**Congestion heat map**

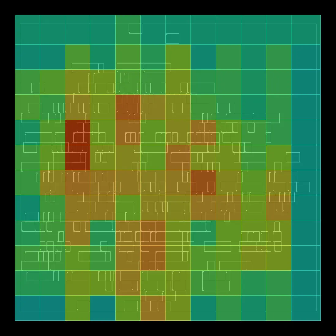
**Sequential cells grouped by signal name**

Bar = 20 um. Other sequential cells in the stronger gray, the rest of the logic in the fainter gray.
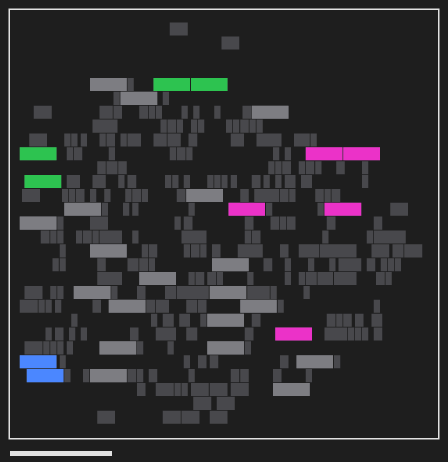
**Gate families picked out**

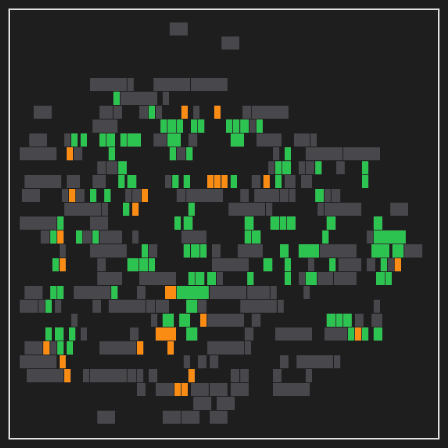
**Placement by cell class**

Bar = 20 um.
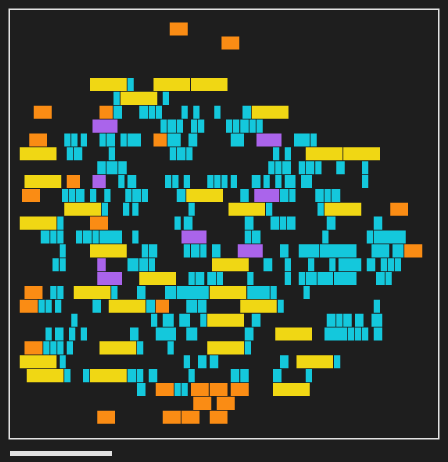
**Signal wires by layer**

Bar = 20 um. Two of the layers only.
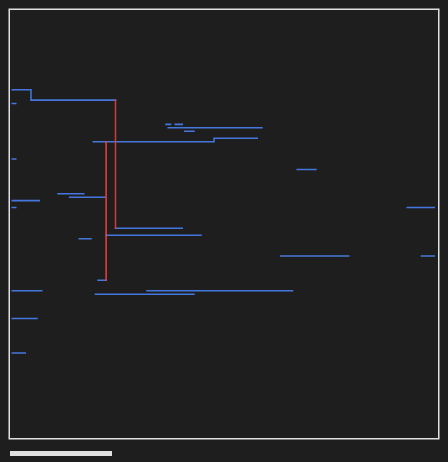
===== config.mk =====
export PLATFORM = sky130hd
export DESIGN_NAME = seq_divider_flat
export DESIGN_NICKNAME = d
export VERILOG_FILES = /design/src/rtl/seq_arith_pkg.sv /design/src/rtl/seq_divider_if.sv /design/src/rtl/divider_datapath.sv /design/src/rtl/seq_divider.sv /design/src/flat_wrapper.sv
export SDC_FILE = /design/constraint.sdc
export NUM_CORES = 1
export LEC_CHECK = 0
export ABC_AREA = 1
export CELL_PAD_IN_SITES_DETAIL_PLACEMENT = 0
export CELL_PAD_IN_SITES_GLOBAL_PLACEMENT = 1
export CORE_MARGIN = 1
export CORE_UTILIZATION = 25
export CTS_BUF_LIST = sky130_fd_sc_hd__clkbuf_4 sky130_fd_sc_hd__clkbuf_8 sky130_fd_sc_hd__clkbuf_16
export CTS_CLUSTER_DIAMETER = 40
export DETAILED_ROUTE_END_ITERATION = 8
export MAX_ROUTING_LAYER = met4
export PLACE_DENSITY = 0.66
export SLEW_MARGIN = 20
export SYNTH_ARGS = -nofsm -noshare
export SYNTH_HDL_FRONTEND = slang
export SYNTH_HIERARCHICAL = 1
export SYNTH_SLANG_ARGS = --single-unit

===== constraint.sdc =====
create_clock -name clk -period 2.2 [get_ports clk]
set_input_delay 0.44 -clock clk [delete_from_list [all_inputs] [get_ports clk]]
set_output_delay 0.44 -clock clk [all_outputs]
set_load 0.01 [all_outputs]

===== src/rtl/seq_arith_pkg.sv =====
// Shared definitions for the sequential arithmetic units (divider and multiplier).
// Holds the FSM state encoding and the iteration counter sizing helper.
package seq_arith_pkg;

    typedef enum logic [1:0] {
        IDLE  = 2'd0,
        SHIFT = 2'd1,
        TEST  = 2'd2,
        DONE  = 2'd3
    } state_t;

    localparam int MIN_WIDTH = 2;
    localparam int MAX_WIDTH = 16;

    // Bits needed to count operand bit positions 0..width-1.
    function automatic int count_width(input int width);
        return (width < 2) ? 1 : $clog2(width);
    endfunction

endpackage


===== src/rtl/seq_divider_if.sv =====
// Request/result bundle for seq_divider: operands and start in, status and results out.
interface seq_divider_if #(
    parameter int WIDTH = 4
) ();
    logic             start;
    logic [WIDTH-1:0] dividend;
    logic [WIDTH-1:0] divisor;
    logic             busy;
    logic             done;
    logic [WIDTH-1:0] quotient;
    logic [WIDTH-1:0] remainder;
    logic             div_by_zero;

    modport master (
        output start, dividend, divisor,
        input  busy, done, quotient, remainder, div_by_zero
    );

    modport slave (
        input  start, dividend, divisor,
        output busy, done, quotient, remainder, div_by_zero
    );
endinterface


===== src/rtl/divider_datapath.sv =====
// Restoring-division datapath: operand, partial-remainder and quotient registers,
// the WIDTH+1-bit trial subtractor and the registered result outputs.
module divider_datapath
    import seq_arith_pkg::*;
#(
    parameter int WIDTH = 4,
    parameter int CW    = count_width(WIDTH)
) (
    input  logic             clk,
    input  logic             rst,
    input  logic             load,
    input  logic             shift_en,
    input  logic             test_en,
    input  logic             last,
    input  logic [CW-1:0]    count,
    input  logic [WIDTH-1:0] dividend,
    input  logic [WIDTH-1:0] divisor,
    output logic [WIDTH-1:0] quotient,
    output logic [WIDTH-1:0] remainder,
    output logic             div_by_zero
);

    logic [WIDTH-1:0] dvd_q;
    logic [WIDTH-1:0] dvs_q;
    logic [WIDTH-1:0] quo_q;
    logic [WIDTH-1:0] quo_nxt;
    logic [WIDTH:0]   prem_q;
    logic [WIDTH:0]   prem_nxt;
    logic [WIDTH:0]   trial;
    logic [CW-1:0]    bit_idx;
    logic             trial_neg;

    // Partial remainder stays below 2*divisor, so WIDTH+1 bits carry both the value and the sign of the trial.
    assign bit_idx   = CW'(WIDTH - 1) - count;
    assign trial     = prem_q - {1'b0, dvs_q};
    assign trial_neg = trial[WIDTH];

    always_comb begin
        quo_nxt          = quo_q;
        quo_nxt[bit_idx] = ~trial_neg;
        prem_nxt         = trial_neg ? prem_q : trial;
    end

    always_ff @(posedge clk) begin
        if (rst) begin
            dvd_q       <= '0;
            dvs_q       <= '0;
            quo_q       <= '0;
            prem_q      <= '0;
            quotient    <= '0;
            remainder   <= '0;
            div_by_zero <= 1'b0;
        end else begin
            if (load) begin
                dvd_q       <= dividend;
                dvs_q       <= divisor;
                prem_q      <= '0;
                quo_q       <= '0;
                div_by_zero <= (divisor == '0);
                if (divisor == '0) begin
                    quotient  <= '1;
                    remainder <= dividend;
                end
            end
            if (shift_en) begin
                prem_q <= {prem_q[WIDTH-1:0], dvd_q[bit_idx]};
            end
            if (test_en) begin
                prem_q <= prem_nxt;
                quo_q  <= quo_nxt;
                if (last) begin
                    quotient  <= quo_nxt;
                    remainder <= prem_nxt[WIDTH-1:0];
                end
            end
        end
    end

endmodule


===== src/rtl/seq_divider.sv =====
// Sequential unsigned restoring divider: one quotient bit per SHIFT/TEST pair,
// fixed latency of 2*WIDTH+1 cycles, immediate completion on a zero divisor.
//
//   state | meaning
//   IDLE  | waiting for start; operands captured on the accepting edge
//   SHIFT | bring next dividend bit into the partial remainder
//   TEST  | trial subtract, set quotient bit, advance bit counter
//   DONE  | results valid, one-cycle done pulse
module seq_divider
    import seq_arith_pkg::*;
#(
    parameter int WIDTH = 4
) (
    input  logic         clk,
    input  logic         rst,
    seq_divider_if.slave bus
);

    localparam int CW = count_width(WIDTH);

    state_t        state;
    state_t        state_nxt;
    logic [CW-1:0] count;
    logic          last;
    logic          load;
    logic          shift_en;
    logic          test_en;

    assign last = (count == CW'(WIDTH - 1));

    always_ff @(posedge clk) begin
        if (rst) begin
            state <= IDLE;
            count <= '0;
        end else begin
            state <= state_nxt;
            if (load) begin
                count <= '0;
            end else if (test_en) begin
                count <= last ? '0 : count + CW'(1);
            end
        end
    end

    always_comb begin
        state_nxt = state;
        unique case (state)
            IDLE:    if (bus.start) state_nxt = (bus.divisor == '0) ? DONE : SHIFT;
            SHIFT:   state_nxt = TEST;
            TEST:    state_nxt = last ? DONE : SHIFT;
            DONE:    state_nxt = IDLE;
            default: state_nxt = IDLE;
        endcase
    end

    always_comb begin
        bus.busy = (state != IDLE);
        bus.done = (state == DONE);
        load     = (state == IDLE) && bus.start;
        shift_en = (state == SHIFT);
        test_en  = (state == TEST);
    end

    divider_datapath #(
        .WIDTH (WIDTH),
        .CW    (CW)
    ) u_datapath (
        .clk         (clk),
        .rst         (rst),
        .load        (load),
        .shift_en    (shift_en),
        .test_en     (test_en),
        .last        (last),
        .count       (count),
        .dividend    (bus.dividend),
        .divisor     (bus.divisor),
        .quotient    (bus.quotient),
        .remainder   (bus.remainder),
        .div_by_zero (bus.div_by_zero)
    );

endmodule


===== src/flat_wrapper.sv =====
// flat-port wrapper written by rule: the top's interface ports become plain ports
module seq_divider_flat import seq_arith_pkg::*;
#(
    parameter int WIDTH = 4
)
  (clk, rst, bus_start, bus_dividend, bus_divisor, bus_busy, bus_done, bus_quotient, bus_remainder, bus_div_by_zero);
  seq_divider_if #(.WIDTH(WIDTH)) bus_i ();
  input  logic clk;
  input  logic rst;
  input wire logic [$bits(bus_i.start)-1:0] bus_start;
  input wire logic [$bits(bus_i.dividend)-1:0] bus_dividend;
  input wire logic [$bits(bus_i.divisor)-1:0] bus_divisor;
  output wire logic [$bits(bus_i.busy)-1:0] bus_busy;
  output wire logic [$bits(bus_i.done)-1:0] bus_done;
  output wire logic [$bits(bus_i.quotient)-1:0] bus_quotient;
  output wire logic [$bits(bus_i.remainder)-1:0] bus_remainder;
  output wire logic [$bits(bus_i.div_by_zero)-1:0] bus_div_by_zero;
  assign bus_i.start = bus_start;
  assign bus_i.dividend = bus_dividend;
  assign bus_i.divisor = bus_divisor;
  assign bus_busy = bus_i.busy;
  assign bus_done = bus_i.done;
  assign bus_quotient = bus_i.quotient;
  assign bus_remainder = bus_i.remainder;
  assign bus_div_by_zero = bus_i.div_by_zero;
  seq_divider #(.WIDTH(WIDTH)) u_core (.clk(clk), .rst(rst), .bus(bus_i));
endmodule

==> flow_metrics.env <==
# implementation run metrics
export IMPL_fmax_mhz=517
export IMPL_synth_area_um2=1680
export IMPL_p_total_w=0.00141
export IMPL_cts_root_buf="clkbuf_8"
export IMPL_outcome="completed"
export IMPL_synth_seq_cells=30
export IMPL_tritoncts="yes"
export IMPL_n_fill_cell=710
export IMPL_top_layer="met4"
export IMPL_met2_usage_pct=22.2
export IMPL_skew_ns=0.00700
export IMPL_critPathKind="reg2reg"
export IMPL_worstSetupStartpoint="u_core/u_datapath/prem_q[0]"
export IMPL_cp_arrival_ns=2.16
export IMPL_finish_utilization_pct=32.4
export IMPL_fin_ws_ns=0.267
export IMPL_synth_chip_area_um2=1680
export IMPL_nets=295
export IMPL_die_h_um=84.0
export IMPL_path_clk_slew_ns=0.06
export IMPL_chipArea_um2=7050
export IMPL_tns_ns=0
export IMPL_coreArea_um2=6420
export IMPL_dr_wl_met2_mm=1.99
export IMPL_ys_types=25
export IMPL_dr_wl_met3_um=218
export IMPL_avgSynthCellArea_um2=6.69
export IMPL_pin_count=22
export IMPL_powerDensity_nw_per_um2=676
export IMPL_firstDrtPassIters=5
export IMPL_hold_depth=1
export IMPL_worst_hold_slack_ns=0.461
export IMPL_ff2ff_path_depth=11
export IMPL_final_common_cell="nand2_1"
export IMPL_antenna_cells=0
About 'congestion heat map':
WL per Instance: 12.2 um
Global Route Usage Sum: 14.1%
GR peak layer: met2
met1 Use GR: 17.8%

About 'sequential cells grouped by signal name':
[u_core/u_datapath/prem_q] magenta | flops: 5 | where: east
[u_core/state] blue | flops: 2
[u_core/u_datapath/quotient] green | flops: 4

About 'gate families picked out':
[nor cells] orange | cells: 25
[nand cells] green | cells: 100

About 'placement by cell class':
[clock drivers and dummy loads] purple | cells: 8 | share of their area: 4.8%
[sequential cells] yellow | cells: 30 | share of their area: 30%
[remaining buffers and delay cells] orange | cells: 25 | share of their area: 12%
[remaining logic cells] cyan | cells: 216 | share of their area: 53%

About 'signal wires by layer':
[M3] blue | wire length: 219 um
[M4] red | wire length: 52.4 um

cell type report:
class	instances	area, um^2	share of cell area (%)
inverters	41	154	7.39
flip-flops and latches	30	601	28.8
repair buffers	25	240	11.5
multi-input cells	175	896	43.0
clock buffers	7	90.1	4.33
well taps	77	96.3	4.63
clock inverters	1	5.00	0.240
worst max-delay path, cell delays in order (launching register included):
cell and delay (ns):
dfxtp_1 0.30, inv_1 0.11, ha_1 0.16, inv_1 0.07, fa_1 0.43, nand3_1 0.11
nand3_2 0.23, nand2_4 0.15, nand2_2 0.06, nand2_1 0.07, nand2_1 0.06, a21oi_2 0.11
report_power, final:
group	internal, W	total, W	switching, W
clock network	0.000264	0.000471	0.000207
logic	0.000130	0.000348	0.000218
registers	0.000571	0.000588	0.0000166
cell usage after synthesis, drive strengths merged:
cell | number | area, um^2
nand3b | 3 | 22.5
fa | 1 | 20.0
nand3 | 28 | 170
or2 | 2 | 12.5
a21oi | 30 | 154
xnor2 | 1 | 8.76
dfxtp | 30 | 601
o22ai | 2 | 12.5
nor2 | 25 | 104
o21ai | 9 | 45.0
clkbuf | 4 | 25.0
ha | 5 | 62.6
buf | 1 | 5.00
nand2 | 65 | 259
nand4 | 4 | 25.0
inv | 41 | 154
path summary, 6_finish.rpt:
| check | end |
|---|---|
| worst max-delay path | u_core/u_datapath/prem_q[3] |
| worst max register to register | u_core/u_datapath/prem_q[3] |
| worst min register to register | u_core/state[0] |
| worst min-delay path | u_core/state[0] |
state kept, by name, summed over array words and instances (netlist names):
signal                         flops
u_core/u_datapath/quo_q            4
u_core/u_datapath/dvs_q            4
u_core/state                       2
u_core/u_datapath/dvd_q            4
u_core/u_datapath/prem_q           5
u_core/u_datapath/quotient         4
u_core/count                       2
u_core/u_datapath/div_by_zero      1
u_core/u_datapath/remainder        4
